## config.mk

```make
export PLATFORM = sky130hd
export DESIGN_NAME = mesm6_irq_dispatch
export DESIGN_NICKNAME = d
export VERILOG_FILES = /design/src/rtl/mesm6_irq_dispatch.sv
export SDC_FILE = /design/constraint.sdc
export NUM_CORES = 1
export LEC_CHECK = 0
export CELL_PAD_IN_SITES_DETAIL_PLACEMENT = 1
export CELL_PAD_IN_SITES_GLOBAL_PLACEMENT = 1
export CORE_ASPECT_RATIO = 1.1
export CORE_UTILIZATION = 28
export DETAILED_ROUTE_END_ITERATION = 10
export GPL_ROUTABILITY_DRIVEN = 1
export PLACE_DENSITY_LB_ADDON = 0.1
export SKIP_LAST_GASP = 1
export SLEW_MARGIN = 30
export SYNTH_ARGS = -nofsm -noshare
export SYNTH_HDL_FRONTEND = slang
export SYNTH_SLANG_ARGS = --single-unit
```

## constraint.sdc

```tcl
create_clock -name clk -period 2.07 [get_ports clk]
set_clock_uncertainty 0.15 [all_clocks]
set_input_delay 0.3105 -clock clk [delete_from_list [all_inputs] [get_ports clk]]
set_output_delay 0.3105 -clock clk [all_outputs]
set_load 0.05 [all_outputs]
```

## src/rtl/mesm6_irq_dispatch.sv

```systemverilog
// mesm6_irq_dispatch: claims the winning PIC source via an ISR read, hands the
// bit-index vector to the core, then clears that source with an IFSCLR write.
module mesm6_irq_dispatch #(
    parameter logic [14:0] ADDR_ISR    = 15'o0,
    parameter logic [14:0] ADDR_IFSCLR = 15'o5,
    parameter int          CNT_W       = 16
) (
    input  logic             clk,
    input  logic             reset,
    input  logic             interrupt,
    input  logic             irq_enable,
    output logic [14:0]      pic_addr,
    output logic             pic_read,
    output logic             pic_write,
    input  logic [47:0]      pic_rdata,
    output logic [47:0]      pic_wdata,
    input  logic             pic_done,
    output logic             irq_req,
    output logic [5:0]       irq_vector,
    input  logic             irq_ack,
    output logic             busy,
    output logic [CNT_W-1:0] spurious_cnt
);

    typedef enum logic [2:0] {
        IDLE,
        RD_ISR,
        PEND,
        WR_CLR,
        SETTLE
    } state_t;

    state_t           state_q, state_d;
    logic [14:0]      addr_q, addr_d;
    logic             rd_q, rd_d;
    logic             wr_q, wr_d;
    logic [47:0]      wdata_q, wdata_d;
    logic             req_q, req_d;
    logic [5:0]       vec_q, vec_d;
    logic [CNT_W-1:0] spur_q, spur_d;

    logic [5:0] isr;
    logic       isr_valid;

    // Nonzero upper read bits mean an ISR above 48, which is spurious.
    assign isr       = pic_rdata[5:0];
    assign isr_valid = (isr != 6'd0) && (isr <= 6'd48)
                     && (pic_rdata[47:6] == 42'd0);

    always_comb begin
        state_d = state_q;
        addr_d  = addr_q;
        rd_d    = rd_q;
        wr_d    = wr_q;
        wdata_d = wdata_q;
        req_d   = req_q;
        vec_d   = vec_q;
        spur_d  = spur_q;
        unique case (state_q)
            IDLE: begin
                if (interrupt && irq_enable) begin
                    state_d = RD_ISR;
                    addr_d  = ADDR_ISR;
                    rd_d    = 1'b1;
                end
            end
            RD_ISR: begin
                if (pic_done) begin
                    rd_d = 1'b0;
                    if (isr_valid) begin
                        vec_d   = 6'd48 - isr;
                        req_d   = 1'b1;
                        state_d = PEND;
                    end else begin
                        if (spur_q != {CNT_W{1'b1}})
                            spur_d = spur_q + 1'b1;
                        state_d = SETTLE;
                    end
                end
            end
            PEND: begin
                if (irq_ack) begin
                    req_d   = 1'b0;
                    addr_d  = ADDR_IFSCLR;
                    wdata_d = 48'd1 << vec_q;
                    wr_d    = 1'b1;
                    state_d = WR_CLR;
                end
            end
            WR_CLR: begin
                if (pic_done) begin
                    wr_d    = 1'b0;
                    wdata_d = 48'd0;
                    state_d = SETTLE;
                end
            end
            SETTLE: begin
                state_d = IDLE;
            end
            default: begin
                state_d = IDLE;
                rd_d    = 1'b0;
                wr_d    = 1'b0;
                wdata_d = 48'd0;
                req_d   = 1'b0;
            end
        endcase
    end

    always_ff @(posedge clk) begin
        if (reset) begin
            state_q <= IDLE;
            addr_q  <= 15'd0;
            rd_q    <= 1'b0;
            wr_q    <= 1'b0;
            wdata_q <= 48'd0;
            req_q   <= 1'b0;
            vec_q   <= 6'd0;
            spur_q  <= '0;
        end else begin
            state_q <= state_d;
            addr_q  <= addr_d;
            rd_q    <= rd_d;
            wr_q    <= wr_d;
            wdata_q <= wdata_d;
            req_q   <= req_d;
            vec_q   <= vec_d;
            spur_q  <= spur_d;
        end
    end

    assign pic_addr     = addr_q;
    assign pic_read     = rd_q;
    assign pic_write    = wr_q;
    assign pic_wdata    = wdata_q;
    assign irq_req      = req_q;
    assign irq_vector   = vec_q;
    assign busy         = (state_q != IDLE);
    assign spurious_cnt = spur_q;

endmodule

```

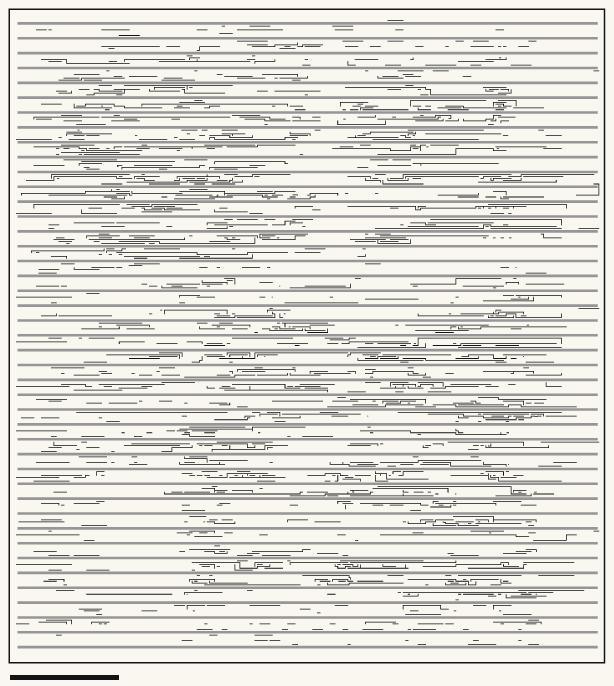
**Above:** signal wires on met1.
Scale bar: 20 um. Supply wires on this layer in gray.
longest straight run	29.9 um
main direction	horizontal
Detailed Route WL: 11760 um
routed vias: 3657
met1 usage: 0.2215

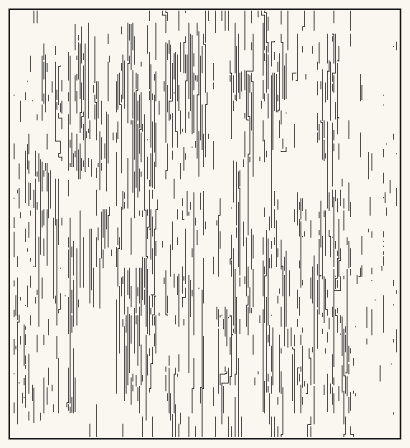
**Above:** metal 2.
wire length on this layer	5930 um
longest straight run	51.7 um
share of all routed wire	50%
nets with wire on the layer	569
met2 Use GR: 0.3113

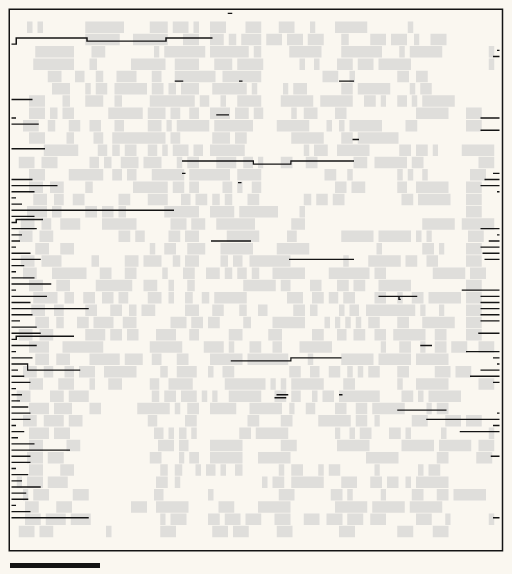
**Above:** met3 routing.
Scale bar: 20 um. Cells faint in the background.
share of all routed wire	5.0%
longest straight run	35.6 um
met3 global-route usage: 0.04379

==> run_results.csv <==
group,metric,value,unit
worst_hold_path,min_to,"irq_vector[0]$_SDFFE_PP0P_",
critical_path,r2r_start,"spurious_cnt[0]$_SDFFE_PP0P_",
critical_path,start_kind,"input pin",
logic_synthesis,aoi_share,0.1747,
placed_design,routabilityCongestion,0.7624,
logic_synthesis,mux_area_frac,0.02496,
timing,relSlewSlack,0.5439,
run_status,status,"completed",
logic_synthesis,yosys-stat-area,0.003510,sq mm
floorplan,fp_util,0.2891,
floorplan,rows,42,
critical_path,max_stage_delay,0.32,ns
floorplan,core-area,0.01214,sq mm
global_routing,grt_pass1_wl,18660,um
placed_design,dp.cells,704,
worst_hold_path,hold_class,"in2reg",
critical_path,cp.depth,11,
global_routing,grt_pass1_vias,3791,
critical_path,startpoint,"pic_rdata[0]",
critical_path,cp_top_family,"multiplexers",
## cells in the mapped netlist, drive strengths merged
master	instances	area [sq um]
dfxtp	77	1541
nor2	72	270.3
a22oi	44	330.3
buf	21	152.7
clkbuf	19	71.32
a21oi	15	75.07
nor4	14	102.6
nand2	13	51.30
nor2b	12	75.07
o21ai	11	55.05
nand2b	9	56.30
nand3	9	45.04
nand4	9	56.30
nor3	7	40.04
or3	7	43.79
mux2	6	67.56
or4	6	48.80
nor3b	5	42.54
o31ai	5	37.54
a32oi	4	35.03
and3	4	25.02
inv	4	15.01
a211oi	3	27.52
and2	2	12.51
and4	2	17.52
ha	2	25.02
mux2i	2	20.02
nand3b	2	15.01
nand4b	2	17.52
or3b	2	17.52
xnor2	2	17.52
xor2	2	17.52
a2bb2oi	1	8.760
a311o	1	10.01
and4bb	1	12.51
conb	1	3.750
nor4b	1	8.760
o21ba	1	10.01
o22ai	1	6.260
o31a	1	8.760
o41ai	1	8.760
or2	1	6.260
## metrics by stage
step                      hold WS [ns]  setup slack (ns)
after global routing            0.2326          -0.07072
after global placement          0.3178           -0.5536
final                           0.2232           0.01011
after detailed placement        0.3218           -0.6466
after floorplan                 0.3302          0.007300
after CTS                       0.3279          -0.01422
## layout make-up
| class | count | area [sq um] |
|---|---|---|
| clock buffer | 10 | 250.2 |
| clock inverter | 6 | 68.82 |
| fill | 1390 | 6206 |
| inverter | 4 | 20.02 |
| multi-input combinational | 295 | 2012 |
| sequential | 77 | 1577 |
| tap | 154 | 192.7 |
| timing repair buffer | 185 | 1813 |
## report_power, final
part	leakage (uW)	switching (uW)	total (uW)	internal, uW
combinational	0.00151	182	325	143
clock	0.000154	659	1670	1010
sequential	0.000630	5.79	1490	1480
No activity file was given, so power comes from the tool's default toggle rates.
